==> images/m3.png <==
The bar under the picture is 20 um long.
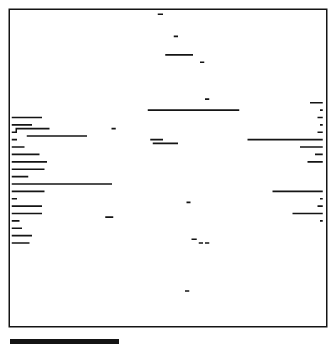
==> images/ff_map.png <==
Other sequential cells in the stronger gray, the rest of the logic in the fainter gray.
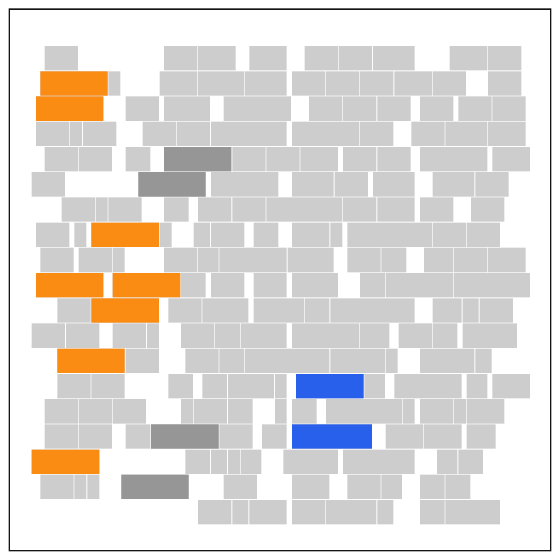
==> images/m2.png <==
Cells faint in the background.
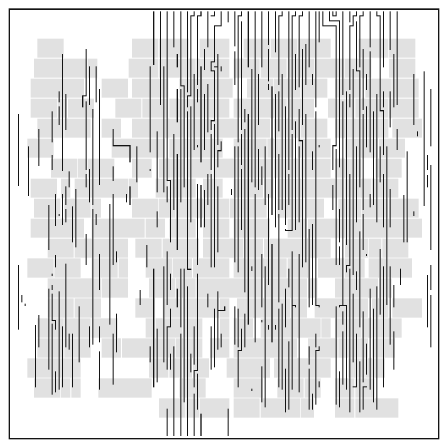
==> images/gates.png <==
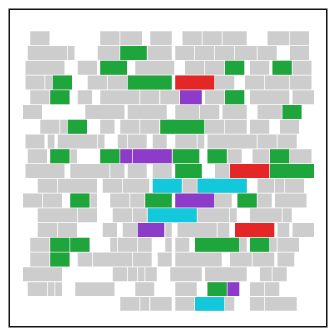
## config.mk

```make
export PLATFORM = sky130hd
export DESIGN_NAME = fifo_arb_ctrl
export DESIGN_NICKNAME = d
export VERILOG_FILES = /design/src/rtl/fifo_arb_ctrl.sv
export SDC_FILE = /design/constraint.sdc
export NUM_CORES = 1
export LEC_CHECK = 0
export ABC_AREA = 0
export CAP_MARGIN = 20
export CORE_MARGIN = 2
export CORE_UTILIZATION = 33
export DETAILED_ROUTE_END_ITERATION = 7
export HOLD_SLACK_MARGIN = 0.06
export PLACE_DENSITY = 0.76
export SETUP_SLACK_MARGIN = 0.05
export SLEW_MARGIN = 40
export SYNTH_ARGS = -nofsm -noshare
export SYNTH_HDL_FRONTEND = slang
export SYNTH_SLANG_ARGS = --single-unit
```

## constraint.sdc

```tcl
create_clock -name clk -period 2.4 [get_ports clk]
set_input_delay 0.48 -clock clk [delete_from_list [all_inputs] [get_ports clk]]
set_output_delay 0.48 -clock clk [all_outputs]
set_load 0.02 [all_outputs]
```

## src/rtl/fifo_arb_ctrl.sv

```systemverilog
// fifo_arb_ctrl: shares one synchronous FIFO among NUM_REQ producers.
// The write side uses a round-robin arbiter with a combinational grant and a
// registered priority pointer. The read side is a two-state FSM that covers
// the FIFO's one-cycle read latency and feeds a valid/ready output.
module fifo_arb_ctrl #(
  parameter int DATA_WIDTH = 8,
  parameter int NUM_REQ    = 4
) (
  input  logic                          clk,
  input  logic                          reset_n,   // active-high synchronous reset
  input  logic                          en,
  input  logic [NUM_REQ-1:0]            s_valid,
  input  logic [NUM_REQ*DATA_WIDTH-1:0] s_data,
  output logic [NUM_REQ-1:0]            s_ready,
  output logic                          m_valid,
  output logic [DATA_WIDTH-1:0]         m_data,
  input  logic                          m_ready,
  output logic                          fifo_cs,
  output logic                          fifo_wr_en,
  output logic                          fifo_rd_en,
  output logic [DATA_WIDTH-1:0]         fifo_data_in,
  input  logic [DATA_WIDTH-1:0]         fifo_data_out,
  input  logic                          fifo_empty,
  input  logic                          fifo_full,
  output logic [$clog2(NUM_REQ)-1:0]    last_grant
);

  localparam int IDX_W = $clog2(NUM_REQ);

  typedef enum logic {R_IDLE, R_WAIT} rd_state_t;

  logic [IDX_W-1:0]      rr_ptr_reg, rr_ptr_next;
  logic [IDX_W-1:0]      last_grant_reg;
  logic [IDX_W-1:0]      cand_idx [NUM_REQ];
  logic [NUM_REQ-1:0]    cand_hit;
  logic [DATA_WIDTH-1:0] s_slice  [NUM_REQ];
  logic                  grant_any;
  logic                  grant_ok;
  logic [IDX_W-1:0]      grant_idx;

  rd_state_t             state_reg, state_next;
  logic                  m_valid_reg;
  logic [DATA_WIDTH-1:0] m_data_reg;

  // Candidate gi is the requester gi positions after the priority pointer.
  // Unpacking s_data here keeps the data mux a plain array lookup.
  generate
    for (genvar gi = 0; gi < NUM_REQ; gi++) begin : g_cand
      logic [IDX_W:0] sum;
      assign sum          = {1'b0, rr_ptr_reg} + (IDX_W+1)'(gi);
      assign cand_idx[gi] = (sum >= (IDX_W+1)'(NUM_REQ)) ?
                            IDX_W'(sum - (IDX_W+1)'(NUM_REQ)) : sum[IDX_W-1:0];
      assign cand_hit[gi] = s_valid[cand_idx[gi]];
      assign s_slice[gi]  = s_data[gi*DATA_WIDTH +: DATA_WIDTH];
    end
  endgenerate

  // Pick the valid candidate nearest the pointer. The descending scan lets the
  // lowest offset win.
  always_comb begin
    grant_any = 1'b0;
    grant_idx = '0;
    for (int k = NUM_REQ - 1; k >= 0; k--) begin
      if (cand_hit[k]) begin
        grant_any = 1'b1;
        grant_idx = cand_idx[k];
      end
    end
  end

  assign grant_ok    = grant_any & en & ~fifo_full & ~reset_n;
  assign rr_ptr_next = (grant_idx == IDX_W'(NUM_REQ - 1)) ? '0 : grant_idx + IDX_W'(1);

  // Drive the write port. Unselected slices are zeroed so they never leak
  // onto fifo_data_in.
  always_comb begin
    s_ready      = '0;
    fifo_wr_en   = 1'b0;
    fifo_data_in = '0;
    if (grant_ok) begin
      s_ready[grant_idx] = 1'b1;
      fifo_wr_en         = 1'b1;
      fifo_data_in       = s_slice[grant_idx];
    end
  end

  // Advance the priority pointer just past the winner. Hold it when there is
  // no grant.
  always_ff @(posedge clk) begin
    if (reset_n) begin
      rr_ptr_reg     <= '0;
      last_grant_reg <= '0;
    end else if (grant_ok) begin
      rr_ptr_reg     <= rr_ptr_next;
      last_grant_reg <= grant_idx;
    end
  end

  // Read FSM next state. A read starts only when the output slot is free or is
  // being emptied this cycle.
  always_comb begin
    state_next = state_reg;
    fifo_rd_en = 1'b0;
    case (state_reg)
      R_IDLE: begin
        if (!reset_n && en && !fifo_empty && (!m_valid_reg || m_ready)) begin
          fifo_rd_en = 1'b1;
          state_next = R_WAIT;
        end
      end
      R_WAIT: state_next = R_IDLE;
    endcase
  end

  // State register and output holding register. The word read in R_WAIT is
  // captured even if en has dropped.
  always_ff @(posedge clk) begin
    if (reset_n) begin
      state_reg   <= R_IDLE;
      m_valid_reg <= 1'b0;
      m_data_reg  <= '0;
    end else begin
      state_reg <= state_next;
      if (state_reg == R_WAIT) begin
        m_data_reg  <= fifo_data_out;
        m_valid_reg <= 1'b1;
      end else if (m_valid_reg && m_ready) begin
        m_valid_reg <= 1'b0;
      end
    end
  end

  assign m_valid    = m_valid_reg;
  assign m_data     = m_data_reg;
  assign last_grant = last_grant_reg;
  assign fifo_cs    = fifo_wr_en | fifo_rd_en;

endmodule

```

==> run summary <==
Implementation results.

The flow ran to the end, and the final reports show no timing, DRC or antenna violations. Global routing used 23.2% of the available tracks across all layers. For the worst-skew pair, the clock arrives at the later sink with an insertion delay of between 0.2 and 0.3 ns. According to the floorplan report, the total die area is 3390 um^2. The total of clock buffers placed in the layout is 4. The final antenna diode tally reported by the flow is 0.

The switching share of total power is a little under a third. TritonCTS created 3 clock buffers. The number of warnings printed during yosys synthesis is 0. In the final design, more cell area goes to non-clock buffers than to any other class. Setup repair after global routing could not meet its margin everywhere. The start of the worst register-to-register path is rr_ptr_reg[1].

Along the critical path, the tally of buffer and inverter instances is 3. The capturing element of the worst setup path is fifo_data_in[6]. The synthesized cell area is between 900 and 1000 um^2. The layout report lists the clock-cell share of area as under 10%. The timing report lists the critical path depth as 8 cells.

The clock tree skew after final layout is 0.00633 ns. By area the synthesized netlist is led by sky130_fd_sc_hd__dfxtp_1, sky130_fd_sc_hd__mux2i_1, sky130_fd_sc_hd__ha_1. The horizontal extent of the die is a little under 60 um. The finished cells cover roughly 2200 um^2. Summed over all failing endpoints, the final setup total negative slack is 0 ns.

In this run the tool buffered the top-level ports with about 75 buffer cells. Each instance of the synthesized netlist takes up on average a little under 10 um^2. The total of endpoints with negative setup slack in the final report is 0.

The capture point of the worst register-to-register path is recorded as rr_ptr_reg[1]. The type of destination of the critical path is an output pin. The effective utilization at floorplan is a little over a third. The worst-case headroom to the max-slew limit is slightly above 80%. The type of the worst min-delay path is reg -> reg. The inverter count is 5.

The script logs the mean routed wire length per placed instance as ~19 um. In this run the remaining antenna-violating nets after routing total 0. Counting plain and timing-repair buffers in the layout gives approximately 94.
-- m3.png (at the start) --
The layer carries 166 um of wire. The layer holds 3.9% of the routed length. 40 nets have wire on it.
final wirelength: 4.30 mm
Via Count: 1,177
met3 global-route usage: 3.35%

-- ff_map.png (at the start) --
Key: orange = m_data [flops 8]; blue = rr_ptr_reg [flops 2]
total area of sequential cells: 284 um^2
Seq area share: 12.8%
power attributed to sequential cells: 0.000245 W
share of the core filled with cells in the final layout: 79.8%

-- m2.png (at the start) --
231 nets have wire on it. The layer holds 56% of the routed length. The longest straight run is 28.6 um. The layer carries 2,410 um of wire. The wires run mostly vertical.
GR Layer Usage met2: 45.0%

-- gates.png (at the start) --
Key: green = mux cells [cells 27]; red = non-inverting ao/oa cells [cells 3]; cyan = fa/ha/maj cells [cells 4]; purple = nand cells [cells 6]
most common logic cell in the routed design: sky130_fd_sc_hd__clkdlybuf4s50_1
combinational share of cell area: 40.5%
Final Non-Filler Cells: 227

==> cells in the final DEF, fill, tap and decap left out, types with 3 or more instances in the layout <==
master and n:
sky130_fd_sc_hd__clkdlybuf4s50_1 56, sky130_fd_sc_hd__mux2i_1 18, sky130_fd_sc_hd__buf_4 15, sky130_fd_sc_hd__nor2_1 13, sky130_fd_sc_hd__dfxtp_1 13, sky130_fd_sc_hd__buf_6 13
sky130_fd_sc_hd__o22ai_2 6, sky130_fd_sc_hd__mux2i_2 5, sky130_fd_sc_hd__mux2i_4 4, sky130_fd_sc_hd__a21oi_1 3, sky130_fd_sc_hd__o2bb2a_4 3, sky130_fd_sc_hd__clkbuf_4 3
==> kinds of logic after synthesis <==
kind of cell               after synthesis
adders and majority gates                4
and+or+nand+nor                         29
DFF                                     14
AOI/OAI and AO/OA                       16
muxes                                   27
buffers and inverters                   10
==> metal layers <==
metal  vias up  part of all wire (%)  track usage (%)
met5         -                     0                0
met1       554                    36             24.8
met2        48                    56             45.0
met3        16                   3.9             3.35
li1        559                     -                -
met4         0                   4.1             8.97
==> power groups by stage <==
stage / clock (W) / sequential [W] / combinational (W)
finish: 0.000167 / 0.000245 / 0.000357
CTS: 0.000175 / 0.000246 / 0.000308
floorplan: 0 / 0.000258 / 0.000111
detailed placement: 0 / 0.000251 / 0.000254
global route: 0.000189 / 0.000246 / 0.000373
global placement: 0 / 0.000250 / 0.000246
==> tightest hold or removal path: stages, from the launching register on <==
cell,delay (ns)
sky130_fd_sc_hd__dfxtp_1,0.32
sky130_fd_sc_hd__nand2b_1,0.06
sky130_fd_sc_hd__a21oi_1,0.06
==> what timing repair did <==
action | CTS | global route
pin swaps | 15 | 7
endpoints found under the setup margin | 15 | 13
gates cloned | 3 | 1
buffers inserted | 3 | 1
gates resized | 117 | 20
No activity file was given, so power comes from the tool's default toggle rates.
